Design scoreboard_wb_ctrl_flat, sky130hd; sources not shown.
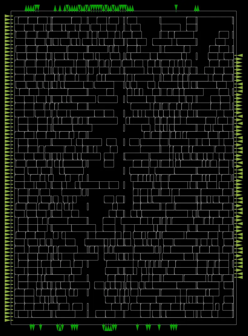
*Cell outlines without signal wires, run 1*
Seq/total area: 21.7%
Row Count: 42
Flops: 75
fin util: 72.8%

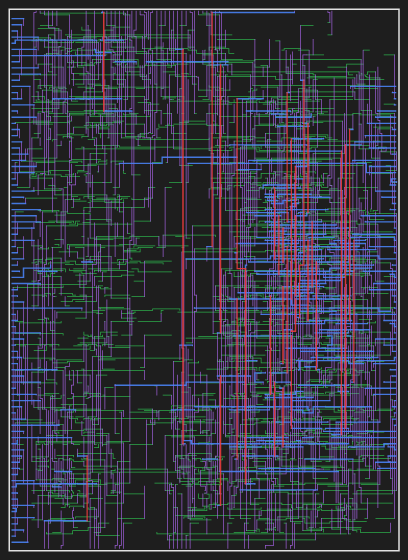
*Signal wires by layer, run 1*
Blue is M3, wire length 1820 um. Green is M1, wire length 5650 um. Purple is M2, wire length 8590 um. Red is M4, wire length 963 um.
GR Util All Layers: 33.7%
routed wire length: 17.0 mm

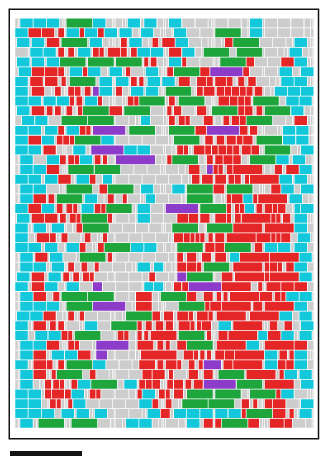
*Placement by cell class, run 1*
Bar = 20 um. Fill, decap, tap and diode cells in grey.
Cyan is remaining buffers and delay cells, cells 220, share of their area 32%. Purple is clock drivers and dummy loads, cells 16, share of their area 4.5%. Green is registers, cells 75, share of their area 22%. Red is remaining logic cells, cells 380, share of their area 41%.
Core Area: 9510 sq um
fin area: 6930 sq um

==> out/results.ini, run 1 <==
[detailed_routing]
vias=5121
detail-route-antenna-nets=0
dr.pass1.iters=5
drc_errors=0
post_drt_wl_per_cell_um=20.7
drt_iter0_drc=449

[clock_network]
cts-htree-levels=3
cts_setup_buffers=0
cts_buffer_depth=2
cts-resized-gates=0
cts.sinks=75
clock_latency_ns=0.33
path_clk_slew_ns=0.06
cts_tree=built
cts_buffers=9

[global_route]
grt_pass1_wl_mm=26.3
antenna_found_initial=0
grt_max_degree=49
grt.overflow.total=0
grt_pass1_vias=5059

[pwr]
vdd_drop_max_v=0.000178
p_leak_nw=2.39
total_power_w=0.00182
powerDensity_nw_per_um2=263

[final_timing]
fin_crit_ns=4.59
timing.hold.ws_ns=0.486
setup_violations=0
fmax_mhz=218
rsz0062_at_grt=no
hold_viol_final=0
drv_slew=0
fin_worst_skew_ns=0.00578
slew_headroom_pct=29.0
period_used_pct=95.6

[worst_setup_path]
start_kind=input port
critPathMaxFanout=8
slowest_stage=clkdlybuf4s50_1
critical_path_depth=9
crit_buf_inv=3
slowest_delay_ns=0.63
path_class=in2out
cp.required_ns=4.08
cp_cell_sequence=clkdlybuf4s50_1 > buf_4 > mux4_2 > a22oi_1 > o211ai_1 > or4_1 > nor2_1 > nor2_1 > clkdlybuf4s50_1
worstRegToRegCells=7
cpLargestDelayFamily=buffers and inverters
reg2reg_slack_ns=1.65
end_kind=output pin

[logic_synthesis]
yosys-stat-area_sq_um=4420
synthTopCellsByArea=dfxtp_1 (34%), mux4_2 (13%), a221o_1 (7.3%), a21oi_1 (5.0%), nor3_1 (3.9%)
yosysTopAreaCellShare_pct=34.0
synth_seq_share_pct=34.0
synthesis.instances=498
yosysUniqueCellTypes=45
syn_area_sq_um=4420
syn_avg_cell_area_sq_um=8.87
synth-cells-yosys=498
edf_count=0
ys.flops=75

[outcome]
status=complete, no violations

[placement]
place_area_sq_um=6620
hpwl_mm=12.8
place_inst=807
preCtsSetupSlack_ns=0.293
port_buffers=210

[floorplanning]
pin_count=211
die_area_sq_um=10200
die_width_um=85.7
die_y_um=119
fp_util_pct=46.4

[finish]
drive_above_1_share_pct=10.3
area_growth_pct=56.9
diodes=0
nets=823
stdcell_count=823

[run]
warning_count=28

[worst_hold_path]
min_path_cells=2
hold_path.class=reg2reg

[run 1: cells by family (layout without fill, tap and decap cells)]
logic type	after synthesis	count (layout)	share of synthesized area, %
simple gates	187	187	21.8
compound gates	145	145	23.5
flops	75	75	34.0
buf+inv	55	248	4.85
mux	33	33	14.9
fa+ha+maj	3	3	0.850
[run 1: worst min-delay path, stage by stage (launching register included)]
cell and delay, ns:
dfxtp_1 0.31, nor2_1 0.09, nor3_1 0.04
[run 1: layout make-up]
class / count / area, sq um / share of cell area (%)
tap: 132 / 165 / 2.38
timing repair buffer: 220 / 2170 / 31.4
multi-input combinational: 368 / 2740 / 39.6
clock buffer: 10 / 239 / 3.45
clock inverter: 6 / 63.8 / 0.921
sequential: 75 / 1500 / 21.7
inverter: 12 / 45.0 / 0.650
[run 1: layer usage]
layer / vias to the layer above / part of all wire, % / GRT usage, %
met2: 420 / 50 / 58.9
met3: 75 / 11 / 7.62
li1: 2278 / - / -
met1: 2348 / 33 / 37.2
met4: 0 / 5.7 / 19.2
met5: - / 0 / 0
[run 1: layout by cell type, fill, tap and decap left out, types with 9 or more instances in the layout]
cell,Yosys,routed
clkdlybuf4s50_1,0,209
dfxtp_1,75,75
nor2_1,45,44
a21oi_1,44,44
nor3_1,34,34
nand2_1,32,32
a221o_1,32,32
mux4_2,26,26
o21ai_0,24,24
nand3b_1,22,22
nor2b_1,19,19
inv_1,12,12
nand3_1,10,10
buf_4,2,10
clkbuf_16,0,9
[run 1: power by group]
group | switching, W | leakage [nW] | internal [W]
Clock | 0.000263 | 0.145 | 0.000416
Sequential | 0.0000336 | 0.608 | 0.000660
Combinational | 0.000218 | 1.64 | 0.000231
### Wire density map, run 1

17 x 24 tiles, from black (low) to pale yellow (high), scaled to the fullest tile. Values are wire area over tile area, all layers added.
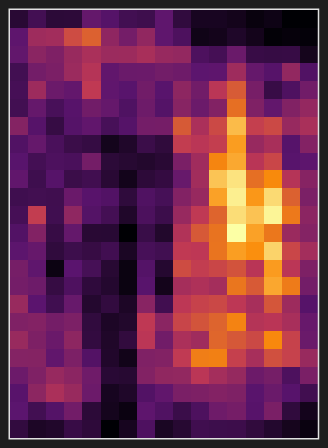

==> inputs of run 2 (changes only) <==
--- a/config.mk
+++ b/config.mk
@@ -13,7 +13,7 @@
 export DETAILED_ROUTE_END_ITERATION = 16
 export GPL_ROUTABILITY_DRIVEN = 0
 export HOLD_SLACK_MARGIN = 0.08
-export PLACE_DENSITY = 0.9
+export PLACE_DENSITY_LB_ADDON = 0.25
 export SLEW_MARGIN = 10
 export SYNTH_ARGS = -nofsm -noshare
 export SYNTH_HDL_FRONTEND = slang
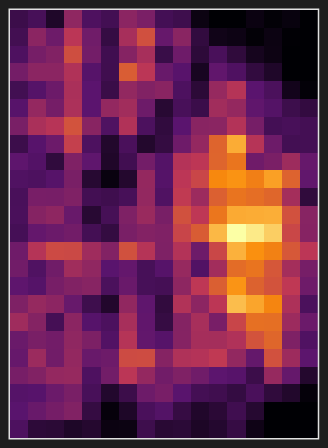
*Wire density map, run 2*
17 x 24 tiles, from black (low) to pale yellow (high), scaled to the fullest tile. Values are wire area over tile area, all layers added.
The fullest tile reaches 0.88. The mean over all tiles is 0.28. 15% of the tiles are over half the peak. The densest ninth of the die: right middle. 4.9% of the tiles are nearly empty. The emptiest ninth of the die: top right.
routed wire length: 16.4 mm
GR Util All Layers: 32.9%
vias: 5054
DR WL/cell: 20.0 um

==> run 2 against run 1 <==
Against the previous run:
- via count shrank 1.3%
- worst hold slack gained 0.0038 ns
- synthesized cell count is the same
- fmax grew 2.0%
- cell count is the same
- critical path depth is the same
- register-to-register slack is essentially flat
- clock power is essentially flat
- wire length shrank 3.5%
- synthesized area is the same
- largest cell class unchanged
- highest routed layer unchanged
==> out/results.ini, run 2 <==
[outcome]
status=complete, no violations  ; unchanged

[worst_setup_path]
reg2reg_slack_ns=1.66  ; was 1.65 ns
worstRegToRegCells=7  ; unchanged
slowest_stage=clkdlybuf4s50_1  ; unchanged
critical_path_depth=9  ; unchanged
critPathMaxFanout=16  ; was 8
cpLargestDelayFamily=buffers and inverters  ; unchanged
end_kind=output pin  ; unchanged
start_kind=input port  ; unchanged
path_class=in2out  ; unchanged
slowest_delay_ns=0.61  ; was 0.63 ns
crit_buf_inv=3  ; unchanged

[detailed_routing]
wl_met1_mm=5.46  ; was 5.65 mm
drc_errors=0  ; unchanged
maxUsedRoutingLayer=met4  ; unchanged
wl_met2_mm=8.30  ; was 8.59 mm
dr.pass1.iters=5  ; unchanged
detail-route-antenna-nets=0  ; unchanged

[clock_network]
cts-resized-gates=0  ; unchanged
cts_setup_buffers=0  ; unchanged
path_clk_slew_ns=0.06  ; about the same
clock_latency_ns=0.34  ; was 0.33 ns
cts-htree-levels=3  ; unchanged
cts_buffers=9  ; unchanged

[logic_synthesis]
aoi_share_pct=23.5  ; unchanged
ys_sh_xor_pct=0  ; unchanged
yosys-stat-area_sq_um=4420  ; unchanged
edf_count=0  ; unchanged
syn_avg_cell_area_sq_um=8.87  ; unchanged
yosysUniqueCellTypes=45  ; unchanged
adder_share_pct=0.850  ; unchanged
ys.flops=75  ; unchanged
mux_share_pct=14.9  ; unchanged
syn_area_sq_um=4420  ; unchanged
ys_top_logic_family=AND-OR/OR-AND gates  ; unchanged

[run]
warning_count=28  ; unchanged

[final_timing]
hold_viol_final=0  ; unchanged
fin_worst_skew_ns=0.00655  ; was 0.00578 ns
rsz0062_at_grt=no  ; unchanged
drv_slew=0  ; unchanged
setup_violations=0  ; unchanged
fmax_mhz=222  ; was 218 MHz

[floorplanning]
die_area_sq_um=10200  ; unchanged
pin_count=211  ; unchanged
die_width_um=85.7  ; unchanged
fp_util_pct=46.4  ; unchanged
rows=42  ; unchanged

[placement]
place_area_sq_um=6620  ; unchanged
hpwl_mm=12.6  ; was 12.8 mm
port_buffers=210  ; unchanged
place_inst=807  ; unchanged

[finish]
final-comb-area_sq_um=2740  ; unchanged
nets=823  ; unchanged
final_area_sq_um=6930  ; about the same
diodes=0  ; unchanged
stdcell_count=823  ; unchanged
lay_top_count=clkdlybuf4s50_1  ; unchanged
area_growth_pct=57.0  ; was 56.9%
register_area_sq_um=1500  ; unchanged

[worst_hold_path]
min_path_cells=2  ; unchanged
hold_path.class=reg2reg  ; unchanged

[global_route]
grt_max_degree=53  ; was 49
antenna_found_initial=0  ; unchanged
grt_pass1_vias=5126  ; was 5059

[pwr]
p_leak_nw=2.39  ; about the same
powerDensity_nw_per_um2=263  ; about the same

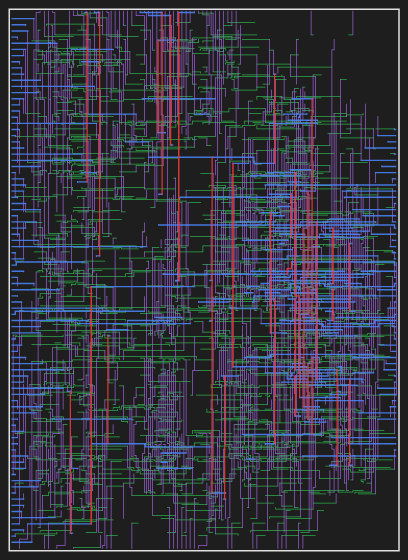
*Signal wires by layer, run 2*
Red is M4, wire length 911 um. Blue is M3, wire length 1760 um. Green is M1, wire length 5460 um. Purple is M2, wire length 8300 um.

## run 2: cell counts after synthesis
Identical to the previous run, type by type.
## run 2: tightest hold or removal path: stages, from the launching register on
cell     delay, ns
dfxtp_1       0.31
nor2_1        0.10
nor3_1        0.05
## run 2: cells by family after synthesis
kind of cell,count (synthesis)
AND/OR/NAND/NOR,187
AND-OR/OR-AND,145
flip-flops,75
buffers and inverters,55
multiplexers,33
adder cells (fa/ha/maj),3
## run 2: cell type report
cell class,count,share of cell area [%]
multi-input cells,368,39.5
repair buffers,220,31.3
flip-flops and latches,75,21.7
clock buffers,13,3.76
well taps,132,2.38
clock inverters,3,0.668
inverters,12,0.650
## run 2: report_power, final
| part | switching (W) | internal [W] |
|---|---|---|
| registers | 0.0000323 | 0.000660 |
| clock network | 0.000250 | 0.000432 |
| logic | 0.000214 | 0.000231 |
| total | 0.000497 | 0.00132 |
## run 2: stage by stage
stage	setup slack, ns	power (W)	hold WS (ns)	utilization [%]
3_3_place_gp	0.419	0.00113	0.479	69.6
2_1_floorplan	1.34	0.000903	0.485	-
6_report	0.303	0.00182	0.490	72.9
3_5_place_dp	0.385	0.00114	0.479	69.6
4_1_cts	0.389	0.00183	0.491	72.9
5_1_grt	0.227	0.00189	0.510	72.9
## run 2: routing by layer
layer	vias up	global-route usage (%)
met5	-	0
met4	0	20.3
met3	75	8.52
met2	367	57.8
met1	2336	34.6
li1	2276	-
Power and IR drop assume default switching activity.
